Fig. 1: run 1, placement by cell class
Fill, decap, tap and diode cells in gray.
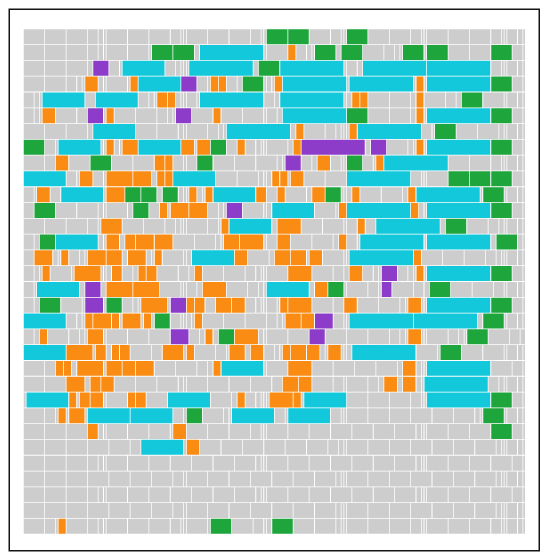
Fig. 2: run 1, placed standard cells
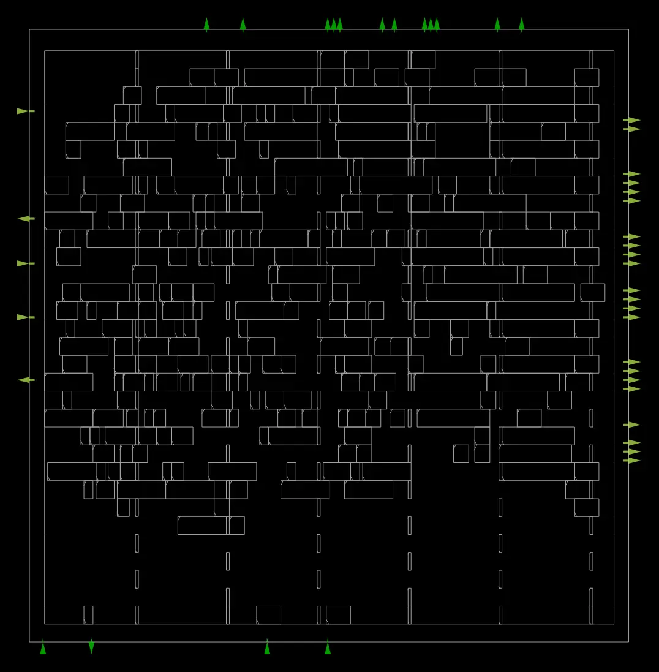
Fig. 3: run 1, clock distribution
The bar under the picture is 20 um long.
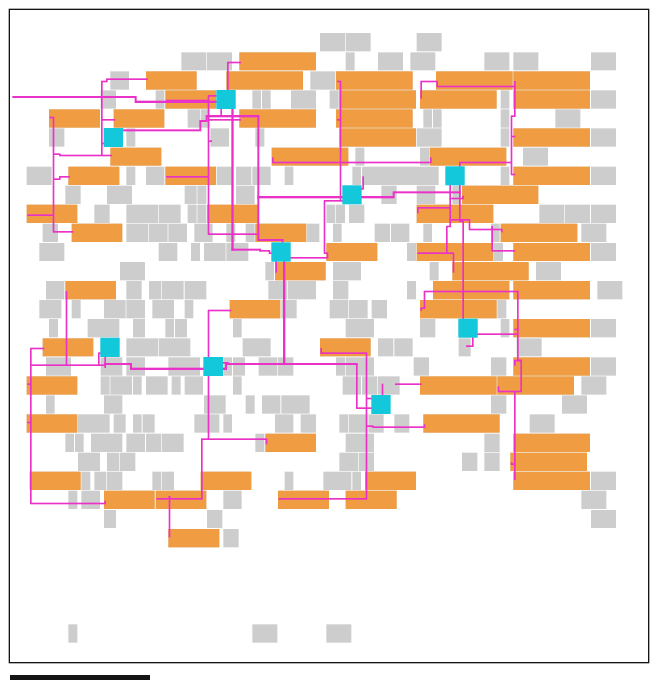
$ cat src/rtl/spi_reg_bank.sv
// SPI-written register bank: a mode-0 frame of CMD_BITS index bits then DATA_W data bits writes one register.
// Optional SPI_REG_DOUBLE_BUFFER_EN stages writes in pending copies committed by i_load.
module spi_reg_bank #(
    parameter int unsigned       NUM_REGS  = 4,
    parameter int unsigned       DATA_W    = 8,
    parameter int unsigned       CMD_BITS  = 2,
    parameter logic [DATA_W-1:0] RESET_VAL = '0
) (
    input  logic                         clk,
    input  logic                         reset,
    input  logic                         i_sclk,
    input  logic                         i_mosi,
    input  logic                         i_ss_n,
    input  logic                         i_load,
    output logic [NUM_REGS*DATA_W-1:0]   o_regs,
    output logic                         o_wr_strobe,
    output logic [CMD_BITS-1:0]          o_wr_index,
    output logic                         o_err,
    output logic                         o_busy
);

    localparam int unsigned MAX_BITS = (CMD_BITS > DATA_W) ? CMD_BITS : DATA_W;
    localparam int unsigned CNT_W    = $clog2(MAX_BITS + 1);

    typedef enum logic [1:0] {IDLE, CMD, DATA, HOLD} state_t;

    state_t              state_q, state_d;
    logic [CNT_W-1:0]    cnt_q, cnt_d;
    logic [CMD_BITS-1:0] idx_q, idx_d;
    logic [DATA_W-1:0]   data_q, data_d;
    logic [CMD_BITS-1:0] wr_index_d;
    logic                strobe_d, err_d, wr_en;
    logic                idx_valid;

    logic sclk_s1, sclk_s2, sclk_s3;
    logic mosi_s1, mosi_s2;
    logic ss_s1, ss_s2;
    logic sclk_rise;
    logic armed_q;

    logic [DATA_W-1:0] regs_q [NUM_REGS];

    // Input synchronizers. ss_n resets to "selected" so that a frame can only
    // start once a genuine high level has propagated and set armed_q.
    always_ff @(posedge clk) begin
        if (reset) begin
            sclk_s1 <= 1'b0;
            sclk_s2 <= 1'b0;
            sclk_s3 <= 1'b0;
            mosi_s1 <= 1'b0;
            mosi_s2 <= 1'b0;
            ss_s1   <= 1'b0;
            ss_s2   <= 1'b0;
            armed_q <= 1'b0;
        end else begin
            sclk_s1 <= i_sclk;
            sclk_s2 <= sclk_s1;
            sclk_s3 <= sclk_s2;
            mosi_s1 <= i_mosi;
            mosi_s2 <= mosi_s1;
            ss_s1   <= i_ss_n;
            ss_s2   <= ss_s1;
            if (ss_s2) begin
                armed_q <= 1'b1;
            end
        end
    end

    assign sclk_rise = sclk_s2 & ~sclk_s3;
    assign idx_valid = (32'(idx_q) < NUM_REGS);

    // Next-state and registered-output logic; abort has priority over a coincident sclk edge.
    always_comb begin
        state_d    = state_q;
        cnt_d      = cnt_q;
        idx_d      = idx_q;
        data_d     = data_q;
        wr_index_d = o_wr_index;
        strobe_d   = 1'b0;
        err_d      = 1'b0;
        wr_en      = 1'b0;
        case (state_q)
            IDLE: begin
                cnt_d  = '0;
                idx_d  = '0;
                data_d = '0;
                if (!ss_s2 && armed_q) begin
                    state_d = CMD;
                end
            end
            CMD: begin
                if (ss_s2) begin
                    state_d = IDLE;
                end else if (sclk_rise) begin
                    idx_d = CMD_BITS'({idx_q, mosi_s2});
                    if (cnt_q == CNT_W'(CMD_BITS - 1)) begin
                        cnt_d   = '0;
                        state_d = DATA;
                    end else begin
                        cnt_d = cnt_q + CNT_W'(1);
                    end
                end
            end
            DATA: begin
                if (ss_s2) begin
                    state_d = IDLE;
                end else if (sclk_rise) begin
                    data_d = DATA_W'({data_q, mosi_s2});
                    if (cnt_q == CNT_W'(DATA_W - 1)) begin
                        cnt_d      = '0;
                        state_d    = HOLD;
                        wr_index_d = idx_q;
                        if (idx_valid) begin
                            strobe_d = 1'b1;
                            wr_en    = 1'b1;
                        end else begin
                            err_d = 1'b1;
                        end
                    end else begin
                        cnt_d = cnt_q + CNT_W'(1);
                    end
                end
            end
            HOLD: begin
                if (ss_s2) begin
                    state_d = IDLE;
                end
            end
            default: state_d = IDLE;
        endcase
    end

    always_ff @(posedge clk) begin
        if (reset) begin
            state_q     <= IDLE;
            cnt_q       <= '0;
            idx_q       <= '0;
            data_q      <= '0;
            o_wr_strobe <= 1'b0;
            o_err       <= 1'b0;
            o_busy      <= 1'b0;
            o_wr_index  <= '0;
        end else begin
            state_q     <= state_d;
            cnt_q       <= cnt_d;
            idx_q       <= idx_d;
            data_q      <= data_d;
            o_wr_strobe <= strobe_d;
            o_err       <= err_d;
            o_busy      <= (state_d == CMD) || (state_d == DATA);
            o_wr_index  <= wr_index_d;
        end
    end

`ifdef SPI_REG_DOUBLE_BUFFER_EN
    logic [DATA_W-1:0]   pend_q [NUM_REGS];
    logic [NUM_REGS-1:0] pend_flag_q;

    // Commit flagged pending values on i_load; a write in the same cycle stays pending.
    always_ff @(posedge clk) begin
        if (reset) begin
            for (int unsigned k = 0; k < NUM_REGS; k++) begin
                regs_q[k] <= RESET_VAL;
            end
        end else if (i_load) begin
            for (int unsigned k = 0; k < NUM_REGS; k++) begin
                if (pend_flag_q[k]) begin
                    regs_q[k] <= pend_q[k];
                end
            end
        end
    end

    always_ff @(posedge clk) begin
        if (reset) begin
            pend_flag_q <= '0;
            for (int unsigned k = 0; k < NUM_REGS; k++) begin
                pend_q[k] <= RESET_VAL;
            end
        end else begin
            if (i_load) begin
                pend_flag_q <= '0;
            end
            for (int unsigned k = 0; k < NUM_REGS; k++) begin
                if (wr_en && (32'(idx_q) == k)) begin
                    pend_q[k]      <= data_d;
                    pend_flag_q[k] <= 1'b1;
                end
            end
        end
    end
`else
    logic load_unused;
    assign load_unused = i_load;

    always_ff @(posedge clk) begin
        if (reset) begin
            for (int unsigned k = 0; k < NUM_REGS; k++) begin
                regs_q[k] <= RESET_VAL;
            end
        end else begin
            for (int unsigned k = 0; k < NUM_REGS; k++) begin
                if (wr_en && (32'(idx_q) == k)) begin
                    regs_q[k] <= data_d;
                end
            end
        end
    end
`endif

    for (genvar g = 0; g < NUM_REGS; g++) begin : g_out
        assign o_regs[g*DATA_W +: DATA_W] = regs_q[g];
    end

endmodule
$ cat config.mk
export PLATFORM = sky130hd
export DESIGN_NAME = spi_reg_bank
export DESIGN_NICKNAME = d
export VERILOG_FILES = /design/src/rtl/spi_reg_bank.sv
export SDC_FILE = /design/constraint.sdc
export NUM_CORES = 1
export LEC_CHECK = 0
export ABC_CLOCK_PERIOD_IN_PS = 2300
export CAP_MARGIN = 20
export CORE_AREA = 2 2 89 91
export CTS_BUF_LIST = sky130_fd_sc_hd__clkbuf_4
export CTS_CLUSTER_DIAMETER = 60
export CTS_CLUSTER_SIZE = 14
export DETAILED_ROUTE_END_ITERATION = 8
export DIE_AREA = 0 0 91 93
export PLACE_DENSITY_LB_ADDON = 0.2
export SYNTH_ARGS = -nofsm -noshare
export SYNTH_HDL_FRONTEND = slang
export SYNTH_SLANG_ARGS = --single-unit
$ cat constraint.sdc
create_clock -name clk -period 2.3 [get_ports clk]
set_input_delay 0.46 -clock clk [delete_from_list [all_inputs] [get_ports clk]]
set_output_delay 0.46 -clock clk [all_outputs]
set_load 0.02 [all_outputs]
==> notes.md, run 1 <==
Leaving out buffers and inverters, the combinational logic in the layout accounts for 868 sq um. In the finished design, the share of the clock period the worst path needs comes to 89.5%. Per the detailed placement report, the placed cell area equals 0.00307 sq mm. Counting every net in the synthesized netlist gives 233. Across all register-to-register paths, the minimum setup slack is 0.24 ns. The synthesized netlist occupies a cell area of 0.00249 sq mm. Of the cells placed in the final design, the portion with a size suffix greater than 1 is 19.9%. The worst-case clock buffer depth is 2.

The timing report gives the clock slew at the launch and capture registers of the worst setup and hold paths as 0.10 ns. By area the synthesized netlist is led by sky130_fd_sc_hd__edfxtp_1 39%, sky130_fd_sc_hd__dfxtp_1 22%, sky130_fd_sc_hd__nor2_1 6.3%. The worst setup path is launched from a register.

The fraction of the mapped netlist area in adder cells works out to 3.01%. The tools report the global routing met1 resource utilization as 15.1%. After synthesis, the mean cell area works out to 11.3 sq um. The first global-routing pass estimated 8110 um of wire.

The die height is 93 um. On the critical path, the stage with the largest delay is an instance of sky130_fd_sc_hd__dfxtp_1. The design has 60 sequential cells.

Summing the areas of all compound-gate instances in the mapped netlist gives 7.83% of the synthesized area. For the global placer's final weighted congestion, the log shows 0.764. The count of buffers added on input and output ports is 40. TritonCTS built the clock tree. Listed in order, past its start point the critical path passes ha_1, nand4b_1, or2_4, or3_1, nand2b_1. At the worst endpoint, the arrival time is 2.13 ns. Summing over every cut layer, the via total after detailed routing is 1708.

The setup TNS after final layout was 0 ns. Sequential cells were found to cover 61.0% of the synthesized design area. The xor/xnor share of the synthesized area is 0.351%.

According to the timing report, the critical path is captured at regs_q[0][3]$_SDFFCE_PN0P_. Register bit total from synthesis: 60. Warnings raised by the tools during the run amount to 31. The area fraction in mux cells was 4.01%.

The hold-fix buffer count after cts was 0. The tools report the worst hold path startpoint as ss_s1$_SDFF_PP0_. The minimum period implied by the final worst setup slack is 2.06 ns. Wires add up to 4940 um. The gate count of the mapped netlist was 221. Most utilized layer in the global route result: met2.

For the max-capacitance violation count, the log shows 0. The delay of the slowest critical-path stage works out to 0.41 ns. By area, the combinational part of the netlist is dominated by simple AND/OR/NAND/NOR gates.

During tapcell insertion the tool placed 102 well taps. According to the I/O placement log, the pin count is 43. For the total iterations of the first detailed-routing run, the log shows 4.

The highest clock rate this design can be run at is 0.486 GHz. From the final report, the count of setup violators was given as 0. The run gives 0.00249 sq mm for the area reported by Yosys stat. Post-CTS repair changed the size of 0 cells. The max-slew violation total from the final report was 0.

Counting cells, the worst reg-to-reg path comes to 5. The tools report the initial antenna violation count as 0. The top cell types in the final layout, fill and taps aside, are 42 x sky130_fd_sc_hd__nor2_1, 40 x sky130_fd_sc_hd__clkdlybuf4s50_1, 32 x sky130_fd_sc_hd__edfxtp_1, 28 x sky130_fd_sc_hd__dfxtp_1, 14 x sky130_fd_sc_hd__buf_4. In the final layout, non-clock buffers account for 15.7% of the cell area.

The floorplan step set the die width to 91 um. The worst setup path is of the register to register kind. The tools report the number of setup buffers added after CTS as 0.

The source-to-sink clock delay at the later pin of the worst-skew pair is 0.41 ns, and the starting DRC count in detailed routing is 69. Looking at area per cell type in the netlist, the leader is sky130_fd_sc_hd__edfxtp_1. Before placement the cells fill 33.1% of the core. In the detailed route, the total length drawn on met2 is 2360 um. The H-tree generated during clock tree synthesis spans 3 levels.

The script extracted a total leakage power of 1.19 nW. The worst-path maximum fanout came out at 8. STA classifies the critical path endpoint as a register. Of all the cell area in the finished design, the clock network holds 4.47%. The logs give 0.00846 sq mm for the chip area and 12.6% for the overall global routing resource usage.

The post-layout worst setup margin was 0.242 ns; the detailed-route vias per instance was 4.45. Counting tap cells, the placed design contains a total of 368 instances. For the synthesis warning total, the log shows 0. The run finished with clean final reports.

The script logs the mean routed wire length per placed instance as 12.9 um. Overall power consumption after layout is estimated at 2.11 mW. The sum of overflow across all layers after global routing was 0. Yosys instantiated no cell more often than sky130_fd_sc_hd__nor2_1. 139 cells are multi-input combinational gates.

The remaining antenna violation count came out at 0. For the post-route DRC violation count, the log shows 0. The highest supply drop recorded on VDD is 0.462 mV.

The area taken by flip-flops and latches is 0.00152 sq mm. The count of different cell masters after synthesis is 41. Setup repair after global routing left no endpoint under its margin. The maximum number of pins on one net before global-route repair came out at 16. The detailed router put a total of 2250 um of wire on met1. The run gives 0.446 ns as the final hold slack.

The sequential portion of the cell area is 47.3%. In this run, CTS created clock tree buffers numbering 9. Across the whole layout, multi-input logic makes up 27.0% of the cell area. The synthesized netlist was found by Yosys to have 221 cells. The report lists the power per cell area as 657 mW/mm^2. The origin of the critical flop-to-flop path is cnt_q[0]$_SDFFE_PP0P_.

The hold-critical path depth is 1. The predominant post-synthesis flop cell was sky130_fd_sc_hd__edfxtp_1. Leaving out the clock tree, the finished layout contains a buffer count of 54. In this run, synthesis inferred 32 flip-flops with an integrated enable. The worst register-to-register path ends at regs_q[0][3]$_SDFFCE_PN0P_.

Proportion of synthesized flip-flops having asynchronous set or reset: 0%. Of the post-synthesis cell area, the dominant cell type holds 38.5%. Ranked by total area, the top cell class in this layout is registers. Per the final timing report, the hold violations number 0.

The run gives 29.0% for the area added between synthesis and finish. For hold timing, the worst endpoint is ss_s2$_SDFF_PP0_. The clock buffers instantiated in the layout total 9. On the final layout, the worst clock skew is 0.0141 ns.

Routing resource usage on met3 recorded by global route was 5.56%. The length of routed met3 wiring was 272 um; the setup slack after placement was 0.236 ns. The fraction of met2 tracks used by global routing is 20.8%, and the count of inserted antenna diode cells is 0. The critical path starts at cnt_q[0]$_SDFFE_PP0P_. The post-detailed-placement half-perimeter wirelength was 3410 um; the required time of the critical path was 2.37 ns. The uppermost signal routing layer after detailed routing is met4.

Leaving out the clock tree, the finished layout contains an inverter count of 13. The via count of the first global-routing pass is 1625. Most frequent logic cell in the layout: sky130_fd_sc_hd__nor2_1.

The non-filler instance count after layout is 384. The run gives 19.5% for the area share of and/or/nand/nor cells after synthesis. Path class of the lowest-slack min-delay path: register to register. Counting instances in the post-synthesis netlist gives the leading cell types as 42 x sky130_fd_sc_hd__nor2_1, 32 x sky130_fd_sc_hd__edfxtp_1, 28 x sky130_fd_sc_hd__dfxtp_1, 13 x sky130_fd_sc_hd__inv_1, 9 x sky130_fd_sc_hd__nor2b_1.

For this run, the post-layout net count is 289.
Notes on Fig. 1 above:
[purple] clock drivers and dummy loads | cells: 16 | share of their area: 4.7%
[green] other buffers and delay cells | cells: 54 | share of their area: 16%
[orange] all other logic | cells: 152 | share of their area: 30%
[cyan] flip-flops | cells: 60 | share of their area: 49%
post-layout instance area: 0.00322 sq mm
placeable core region: 0.00753 sq mm
end-of-flow core utilization: 42.7%

Notes on Fig. 2 above:
Std-Cell Rows: 32
filler cell count: 759

Notes on Fig. 3 above:
[cyan] cells driving clock nets | count: 9
[magenta] clock wires | length: 720 um
[orange] flip-flops | count: 60
routed clock nets: 10
Clock power frac: 35.2%
Clock net power: 0.743 mW

[run 1: cells by family after synthesis]
logic type / count (synthesis)
fa+ha+maj: 6
mux: 9
flops: 60
compound gates: 28
xor+xnor: 1
buf+inv: 22
simple gates: 94
other cells: 1
[run 1: report_power, final]
part	internal (mW)	switching, mW
registers	1.15	0.0138
logic	0.0858	0.114
clock network	0.336	0.407
[run 1: critical path: cells and delay by family, from the launching register on]
family / cells / cell delay (ns)
and+or+nand+nor: 4 / 1.10
DFF: 1 / 0.41
adders and majority gates: 1 / 0.23
[run 1: state kept, by name, indices dropped and copies added (netlist names), 2 cells and up]
register / count
cnt_q: 4
idx_q: 2
data_q: 8
regs_q: 32
state_q: 2
o_wr_index: 2
## Run 2: what changed since run 1
--- a/config.mk
+++ b/config.mk
@@ -7,12 +7,14 @@
 export LEC_CHECK = 0
 export ABC_CLOCK_PERIOD_IN_PS = 2300
 export CAP_MARGIN = 20
-export CORE_AREA = 2 2 89 91
+export CELL_PAD_IN_SITES_DETAIL_PLACEMENT = 0
+export CELL_PAD_IN_SITES_GLOBAL_PLACEMENT = 1
+export CORE_AREA = 2 2 83 85
 export CTS_BUF_LIST = sky130_fd_sc_hd__clkbuf_4
 export CTS_CLUSTER_DIAMETER = 60
 export CTS_CLUSTER_SIZE = 14
 export DETAILED_ROUTE_END_ITERATION = 8
-export DIE_AREA = 0 0 91 93
+export DIE_AREA = 0 0 85 87
 export PLACE_DENSITY_LB_ADDON = 0.2
 export SYNTH_ARGS = -nofsm -noshare
 export SYNTH_HDL_FRONTEND = slang
==> notes.md, run 2 <==
The cell total in the yosys stat output is 221, and the chip area is 0.00740 sq mm. CTS built an H-tree with a depth of 3. Measured on the finished design, the core utilization comes to 48.9%. For the via count of the first global-routing pass, the log shows 1592. The chip area line in the Yosys stat output reads 0.00249 sq mm. 43 I/O pins were placed. Per the timing report, the biggest fanout along the worst path comes to 8. Adding up every negative setup slack in the final design gives 0 ns. Setup repair after global routing left no endpoint under its margin. VDD sags by at most 0.353 mV.

Note that the worst hold path type here is register to register. TritonCTS built the clock tree. STA classifies the critical path endpoint as a register. The number of port buffers works out to 40. The initial antenna violation count was 0; the initial core utilization was 38.0%.

Ranking logic cells in the layout by count gives the top entries 42 x sky130_fd_sc_hd__nor2_1, 40 x sky130_fd_sc_hd__clkdlybuf4s50_1, 32 x sky130_fd_sc_hd__edfxtp_1, 28 x sky130_fd_sc_hd__dfxtp_1, 14 x sky130_fd_sc_hd__buf_4. The report counts max-capacitance violations totalling 0. For this run, the script counts the antenna cells in the layout as 0. The complex-gate fraction of the synthesized area came out at 7.83%.

The fraction of the mapped netlist area in adder cells was 3.01%; the global placer's final weighted congestion was 0.735. The slack of the worst reg-to-reg path is 0.17 ns, and the portion of synthesized cell area occupied by the leading cell type is 38.5%. Endpoints failing hold in the final report were tallied at 0.

The leakage component of the power was reported as 1.21 nW. The run gives 5 for the depth of the worst register-to-register path. The run gives 11.3 sq um for the synthesized area per cell. In the final report, the number of endpoints failing setup comes to 0. Summed over all instances, the cell type with the most area after synthesis is sky130_fd_sc_hd__edfxtp_1. Counting the fill cells in the layout gives 625. The number of enable-type register cells in the synthesized netlist is 32.

The count of different cell masters after synthesis is 41, and the share of power burned in combinational logic is 9.4%. Power attributed to the clock group is 0.858 mW. Count of clock tree sinks: 60. The power report lists the sequential group at 1.17 mW.

Most frequent logic cell in the layout: sky130_fd_sc_hd__nor2_1. The synthesis report names the predominant flop master as sky130_fd_sc_hd__edfxtp_1. The power share of the sequential group is 52.2%, and the hold-fix buffer count after cts is 0.

According to the timing report, the critical path is captured at regs_q[0][6]$_SDFFCE_PN0P_. The number of gates resized after CTS was 0. With the internal power summed over all cells at 1.69 mW, the worst-case clock buffer depth is 2.

With the xor/xnor share of the synthesized area at 0.351%, the number of nets at floorplan is 233. After synthesis, the cell types taking the most area are sky130_fd_sc_hd__edfxtp_1 39%, sky130_fd_sc_hd__dfxtp_1 22%, sky130_fd_sc_hd__nor2_1 6.3%. Measured along the y axis, the die boundary spans 87 um. The headroom to the max-slew limit is 57.0%, and the portion of the clock cycle consumed by the worst path in the final layout is 92.6%. The run gives 0.470 GHz as the top achievable clock speed. The run finished with clean final reports. The longest incremental delay of any stage on the critical path is reported as 0.41 ns.

After synthesis, the most frequently instantiated cells are 42 x sky130_fd_sc_hd__nor2_1, 32 x sky130_fd_sc_hd__edfxtp_1, 28 x sky130_fd_sc_hd__dfxtp_1, 13 x sky130_fd_sc_hd__inv_1, 9 x sky130_fd_sc_hd__nor2b_1. Critical-path cell with the highest stage delay: sky130_fd_sc_hd__dfxtp_1. Combinational cells consume a total of 0.209 mW. The run gives 1 for the hold-critical path depth. Entering global routing, the biggest net connects 17 pins. With the power per cell area at 696 mW/mm^2, the post-route DRC violation count is 0.

The sum of overflow across all layers after global routing is 0. Cells with a size suffix above 1 make up 19.9% of the layout. On the final layout, the worst hold slack is 0.447 ns.

The startpoint identified for the worst hold timing path is sclk_s1$_SDFF_PP0_. The switching power as a share of total power was 24.2%. The path with the worst hold slack has its endpoint at sclk_s2$_SDFF_PP0_.

The path type of the worst setup path is register to register. Number of setup buffers added after CTS: 0. The critical path endpoint has a required time of 2.37 ns. For this run, the number of Yosys warnings is 0.

Summing the areas of all and, or, nand and nor instances in the mapped netlist gives 19.5% of the synthesized area. The mapped netlist covers 0.00249 sq mm. The run gives 289 as the count of nets after finishing. Leading power group: registers. Setup slack after placement: 0.175 ns. The run gives 0.541 mW for the switching power of the nets.

Once placement completed, the tool counted placed cells totaling 346. After legalization and detailed placement, the total HPWL measured 3500 um. The starting DRC count in detailed routing is 83. The die boundary width was 85 um; the total number of warnings across the stage logs was 31. The tools report the post-detailed-placement cell area as 0.00304 sq mm. At the pin with the least slew margin, the transition time is 0.636 ns.

The smallest clock period supported by the final layout is computed as 2.13 ns. The detailed-route vias per instance is 4.80. The tree is rooted in a sky130_fd_sc_hd__clkbuf_4. Grouping non-sequential cells by family puts the most area in simple AND/OR/NAND/NOR gates. The first TritonRoute pass finished after 4 iterations.

From synthesis to final layout, the design area changed by 28.8%. The endpoint identified for the worst register-to-register timing path is regs_q[0][6]$_SDFFCE_PN0P_. With fillers left out, the area of the finished cells amounts to 0.00321 sq mm.

After synthesis, the share of cell area in mux cells is 4.01%. Proportion of synthesized flip-flops having asynchronous set or reset: 0%. The registers reported with the highest flop counts are regs_q x32, data_q x8, cnt_q x4. After layout, the design draws a total of 2.23 mW. The final timing report lists a max-slew violation count of 0. The report lists the number of standard-cell rows as 30. Startpoint class of the critical path: a register. The launching instance or port of the critical path is cnt_q[0]$_SDFFE_PP0P_.

The synthesized netlist handed to floorplanning was reported with a cell count of 221. Remaining antenna violation count: 0. Looking at the reg2reg group, the worst path starts from cnt_q[0]$_SDFFE_PP0P_. The synthesis stat section lists a flop and latch total of 60. Ranked by flip-flop count, first place goes to regs_q.

Post-synthesis cell type with the largest instance count: sky130_fd_sc_hd__nor2_1. Summing the sequential cell areas from Yosys gives 61.0% of the chip area. The number of flip-flops under the largest register name is 32. The wire length of the first global-routing pass is 7830 um.

The worst path meets setup with 0.170 ns of slack. For the worst setup path, the data arrival time is 2.20 ns. Clock-pin slew was measured on the worst setup and hold paths at 0.11 ns. For reference, the critical path cell chain is ha_1, nand4b_1, or2_4, or3_1, nand2b_1. Clock tree synthesis inserted a total of 9 buffers. The run gives 0.00657 sq mm for the area of the core region.
-- run 2: metal layers --
metal | up-vias | GRT usage (%) | share of wire, %
li1 | 878 | - | -
met1 | 807 | 16.4 | 43
met2 | 46 | 22.9 | 49
met3 | 8 | 4.55 | 5.4
met4 | 0 | 7.79 | 2.0
met5 | - | 0 | 0
-- run 2: layout make-up --
class	instances	area [sq um]	area share, %
flip-flops and latches	60	1520	47.4
multi-input cells	139	868	27.0
repair buffers	54	505	15.7
well taps	80	100	3.12
clock inverters	7	98.8	3.08
clock buffers	9	67.6	2.10
inverters	13	48.8	1.52
-- run 2: critical path, delay by kind of cell (launching register included) --
family,cells,cell delay (ns)
fa+ha+maj,1,0.25
flops,1,0.41
simple gates,4,1.15
Fig. 4: run 2, clock distribution
The bar under the picture is 20 um long.
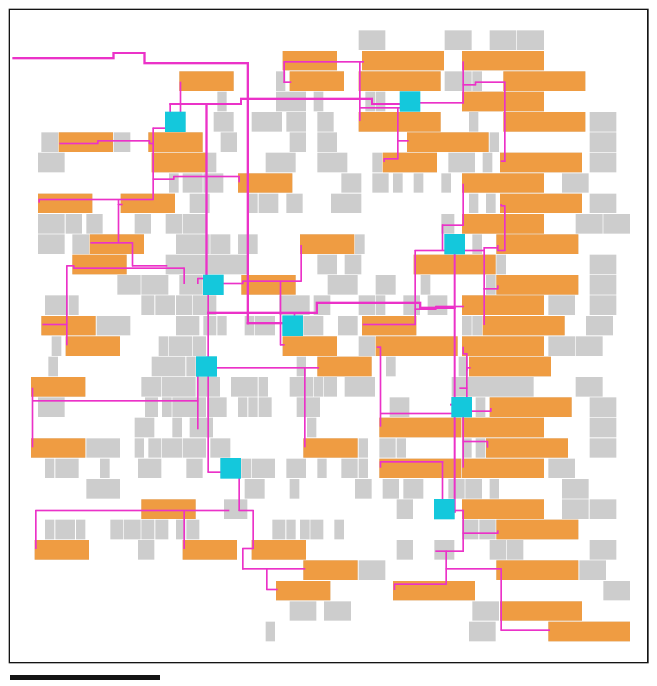
[orange] flip-flops | count: 60
[magenta] clock wires | length: 746 um
[cyan] cells driving clock nets | count: 9
flops lie: spread over the die
routed clock nets: 10
Skew-Pair Late Insertion Delay: 0.41 ns
Layout Skew: 0.00728 ns
Clock power frac: 38.4%

Fig. 5: run 2, placed standard cells
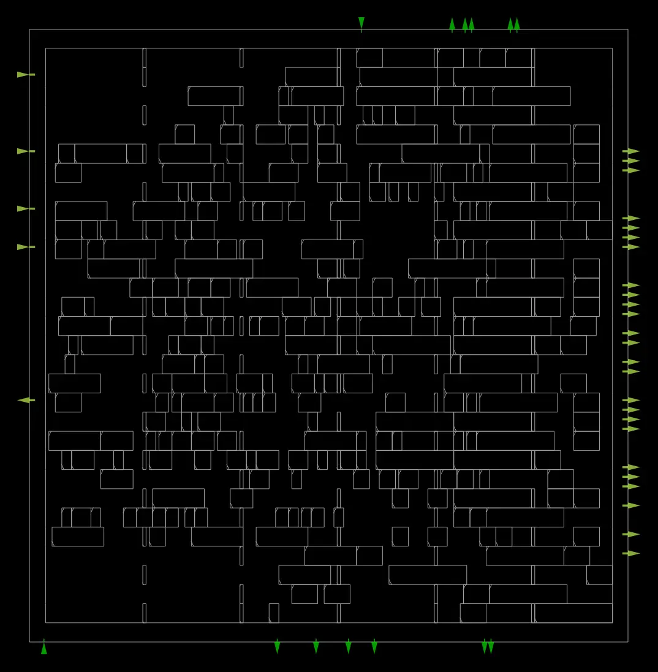
Well-Tap Cells: 80
number of non-filler instances in the completed layout: 362
Seq/total area: 47.4%

Fig. 6: run 2, signal wires by layer
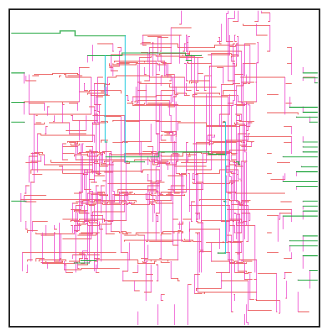
[green] met3 | wire length: 259 um
[magenta] met2 | wire length: 2360 um
[red] met1 | wire length: 2070 um
[cyan] met4 | wire length: 94.5 um
mean routed wirelength per cell: 13.2 um
total global routing track utilization: 14.0%
overall routed net length: 4780 um
vias after detailed routing: 1739

Power figures rest on the tool's default switching activity, not on a simulated workload.
